run_1/congestion.png
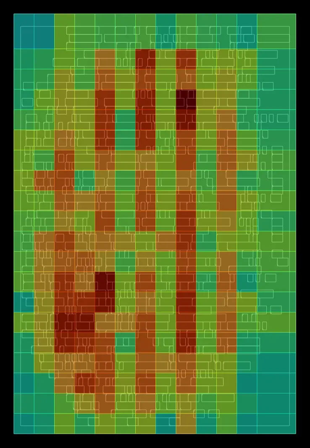
run_1/detail.png
Scale bar: 10 um. Window x 52 to 92, y 16 to 56 um. Cells in gray, sequential cells in the stronger gray; small squares are vias.
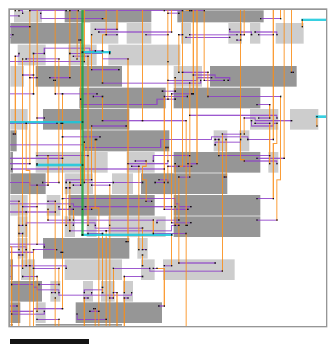
run_1/logic_types.png
Scale bar: 20 um.
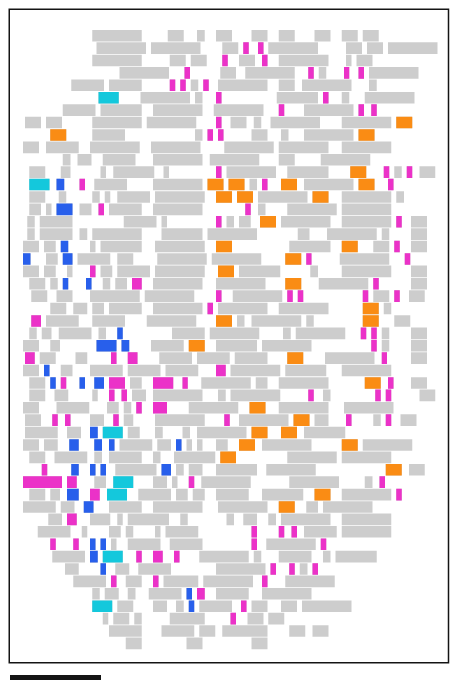
==> config.mk <==
export PLATFORM = sky130hd
export DESIGN_NAME = pixel_stream_source
export DESIGN_NICKNAME = d
export VERILOG_FILES = /design/src/rtl/pixel_stream_source_pkg.sv /design/src/rtl/pix_sync_fifo.sv /design/src/rtl/pixel_stream_source.sv
export SDC_FILE = /design/constraint.sdc
export NUM_CORES = 1
export LEC_CHECK = 0
export ABC_CLOCK_PERIOD_IN_PS = 6800
export CAP_MARGIN = 25
export CELL_PAD_IN_SITES_DETAIL_PLACEMENT = 1
export CELL_PAD_IN_SITES_GLOBAL_PLACEMENT = 1
export CORE_AREA = 2 2 94 141
export CTS_CLUSTER_SIZE = 16
export DETAILED_ROUTE_END_ITERATION = 8
export DIE_AREA = 0 0 96 143
export GPL_ROUTABILITY_DRIVEN = 0
export PLACE_DENSITY = 0.88
export RECOVER_POWER = 50
export SETUP_SLACK_MARGIN = 0.3
export SYNTH_ARGS = -nofsm -noshare
export SYNTH_HDL_FRONTEND = slang
export SYNTH_SLANG_ARGS = --single-unit
==> constraint.sdc <==
create_clock -name Clock -period 6.8 [get_ports Clock]
set_input_delay 1.36 -clock Clock [delete_from_list [all_inputs] [get_ports Clock]]
set_output_delay 1.36 -clock Clock [all_outputs]
set_load 0.005 [all_outputs]
==> changes_impl.md, run 1 <==
### Changed

* Post-synth EDFFs at between 90 and 100
* CP Depth at 6
* R2R cell count at 6
* Buf+Inv Stages, Crit Path at 2
* Run status: complete, no violations
* H-tree levels at 4
* Cell with the largest stage delay on the worst path: clkdlybuf4s50_1
* Std cell rows at 50
* Largest area contributor in the netlist: edfxtp_1
* Number of vias per cell at approximately 5.4
* CP arrival at 2.64 ns
* Clock Sinks at 145
* I/O pin count at 70
* Cell count after synthesis at 428
* WL final at approximately 14 mm
* Drt pass-1 iters at 4
* Area leader share at 52.1%
* Worst setup SP type: flop
* Die width at 96 um
* Largest net degree at the start of global routing at between 60 and 70
* Main flop type: edfxtp_1
* CP Capture Type: output port
* Pre-Place Util at between 40% and 50%
* CP dominant cell by count: ha_1
* Post-Synth XOR/XNOR Area at 1.42%
* Worst hold path type: reg2reg
* Hold slack at 0.426 ns
* Total track usage at 21.7%
* Top Layout Cells: 96 x edfxtp_1, 81 x nor2_1, 54 x clkdlybuf4s50_1
* CP required at 5.44 ns
* Placed insts at 642
* Layout area overhead at 26.8%
* Initial antenna violation count at 0
* Synth top area cells: edfxtp_1 52%, dfxtp_1 18%, mux2i_1 6.0%
* Post-CTS Hold Buffers at 0
* Maximum VDD drop at 0.187 mV
Notes on congestion.png above:
Util after Layout: 56.4%
GRT met2 Usage: 38.6%

Notes on detail.png above:
| layer | color |
|---|---|
| metal 4 | green |
| metal 3 | cyan |
| metal 2 | orange |
| metal 1 | purple |
sequential cells in the window: 16
most frequent: edfxtp_1 (16), nor2_1 (13), mux2i_1 (8)
cells with their middle in the window: 53

Notes on logic_types.png above:
| family | color | cells |
|---|---|---|
| fa/ha/maj cells | cyan | 7 |
| nor cells | magenta | 95 |
| mux cells | orange | 33 |
| nand cells | blue | 31 |
most numerous logic cell after layout: edfxtp_1
logic share of the area: 22.1%
fin cells: 676

## run 1: layer usage
| metal | wire length (um) | GRT usage, % | up-vias | part of all wire, % |
|---|---|---|---|---|
| met5 | 0 | 0 | - | 0 |
| met2 | 7670 | 38.6 | 110 | 55 |
| met4 | 522 | 12.0 | 0 | 3.7 |
| met3 | 449 | 4.22 | 42 | 3.2 |
| met1 | 5390 | 23.4 | 1819 | 38 |
| li1 | - | - | 1700 | - |
## run 1: per-stage QoR
step           util [%]  worst slack (ns)
3_3_place_gp       51.4              2.71
2_1_floorplan         -              1.33
5_1_grt            56.4              2.72
4_1_cts            56.2              2.74
6_report           56.4              2.80
3_5_place_dp       51.7              2.76
## run 1: worst register-to-register path, stage by stage (launching register included)
cell and delay [ns]:
dfxtp_1 0.48, ha_1 0.21, ha_1 0.25, a21oi_1 0.31, nand4_1 0.46, or4_1 0.64, a21oi_1 0.16
## run 1: power breakdown
group / internal, mW / switching, mW / leakage, nW
Clock: 0.540 / 0.361 / 0.263
Combinational: 0.176 / 0.177 / 0.879
Sequential: 0.962 / 0.0215 / 1.24
Total: 1.68 / 0.559 / 2.39
## run 1: cells by family (layout without fill, tap and decap cells)
logic type      Yosys count  after routing
buf+inv                  29            121
flops                   145            145
fa+ha+maj                 7              7
xor+xnor                  9              9
compound gates           61             61
simple gates            144            144
mux                      33             33
## run 1: layout make-up
cell class              count  area [um^2]  area share, %
repair buffers             76          785           11.2
multi-input cells         254         1550           22.1
clock inverters            13          138           1.96
well taps                 156          195           2.78
inverters                  13         48.8          0.695
flip-flops and latches    145         3870           55.1
clock buffers              19          433           6.17
==> run 2, diff against run 1 <==
Settings changed: ABC_CLOCK_PERIOD_IN_PS 6800 to 3500, CORE_AREA 2 2 94 141 to 2 2 100 150, DIE_AREA 0 0 96 143 to 0 0 102 152, PLACE_DENSITY 0.88 to 0.83.
Clock period 6.8 ns to 3.5 ns, I/O delays scaled along.
run_2/congestion.png
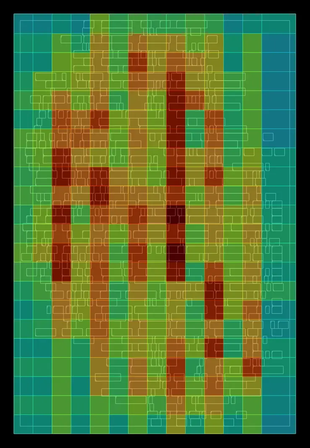
GR peak layer: met2
Util after Layout: 49.4%
total track usage: 18.1%

run_2/layer_met1.png
Scale bar: 20 um. Supply wires on this layer in gray.
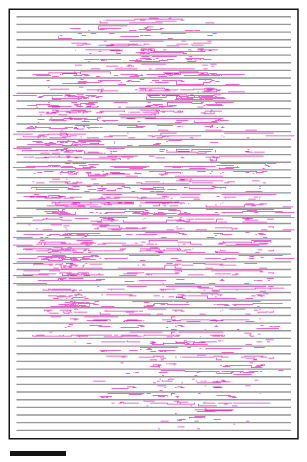
wire length on this layer: 5050 um
longest straight run: 30.8 um
main direction: horizontal
nets with wire on the layer: 482
share of all routed wire: 38%
GR Util met1: 19.9%
WL final: 13.2 mm

==> changes_impl.md, run 2 <==
### Changed

* Run status: complete, no violations
* CP required at 2.80 ns
* Std cell rows at 54
* Routing usage on met3 at 3.40%
* Main flop type: edfxtp_1
* I/O pin count at 70
* R2R cell count at 6
* CP Depth at 6
* Post-CTS Hold Buffers at 0
* Largest net degree at the start of global routing at 34
* CP dominant cell by count: ha_1
* Cell with the largest stage delay on the worst path: clkdlybuf4s50_1
* Synth top area cells: edfxtp_1 52%, dfxtp_1 18%, mux2i_1 6.0%
* Drt pass-1 iters at 5
* Top Layout Cells: 96 x edfxtp_1, 81 x nor2_1, 53 x clkdlybuf4s50_1
* Clock Sinks at between 100 and 150
* Worst setup SP type: flop
* Layout area overhead at 28.0%
* Post-synth EDFFs at between 90 and 100
* Buf+Inv Stages, Crit Path at 2
* Die width at about 100 um
* Maximum VDD drop at 0.351 mV
* Cell count after synthesis at between 400 and 500
==> run 2: kinds of logic (layout without fill, tap and decap cells) <==
logic type	count (synthesis)	in the layout	share of synthesized area (%)
AND-OR/OR-AND	61	61	6.10
XOR/XNOR	9	9	1.42
buffers and inverters	29	122	2.03
flip-flops	145	145	69.8
multiplexers	33	33	5.97
AND/OR/NAND/NOR	144	144	13.1
adder cells (fa/ha/maj)	7	7	1.58
==> run 2: stage by stage <==
step / worst slack (ns) / hold slack, ns / util [%]
floorplan: 0.308 / 0.393 / -
global placement: 0.646 / 0.409 / 45.5
detailed placement: 0.568 / 0.418 / 45.5
CTS: 0.344 / 0.430 / 49.6
global route: 0.189 / 0.444 / 49.4
finish: 0.361 / 0.422 / 49.4
==> run 2: final cells by class <==
class | count | area (um^2)
fill | 1511 | 7240
sequential | 145 | 3870
multi-input combinational | 254 | 1570
timing repair buffer | 77 | 761
clock buffer | 17 | 425
tap | 196 | 245
clock inverter | 15 | 166
inverter | 13 | 48.8
==> run 2: layer usage <==
metal  vias up  routed length [um]  part of all wire (%)
li1       1704                   -                     -
met5         -                   0                     0
met2        94                7270                    55
met1      1775                5050                    38
met3        30                 410                   3.1
met4         0                 427                   3.2
==> run 2: power by group <==
part,switching [mW],leakage (nW),total [mW],internal (mW)
clock,0.690,0.277,1.80,1.11
combinational,0.318,0.890,0.658,0.340
sequential,0.0552,1.24,1.93,1.87
total,1.06,2.41,4.39,3.32
==> run 2: what timing repair did <==
| action | in CTS | in global routing |
|---|---|---|
| setup endpoints to repair | 1 | 1 |
| gates resized | 1 | 1 |
| pin swaps | 0 | 0 |
Power and IR drop assume default switching activity.
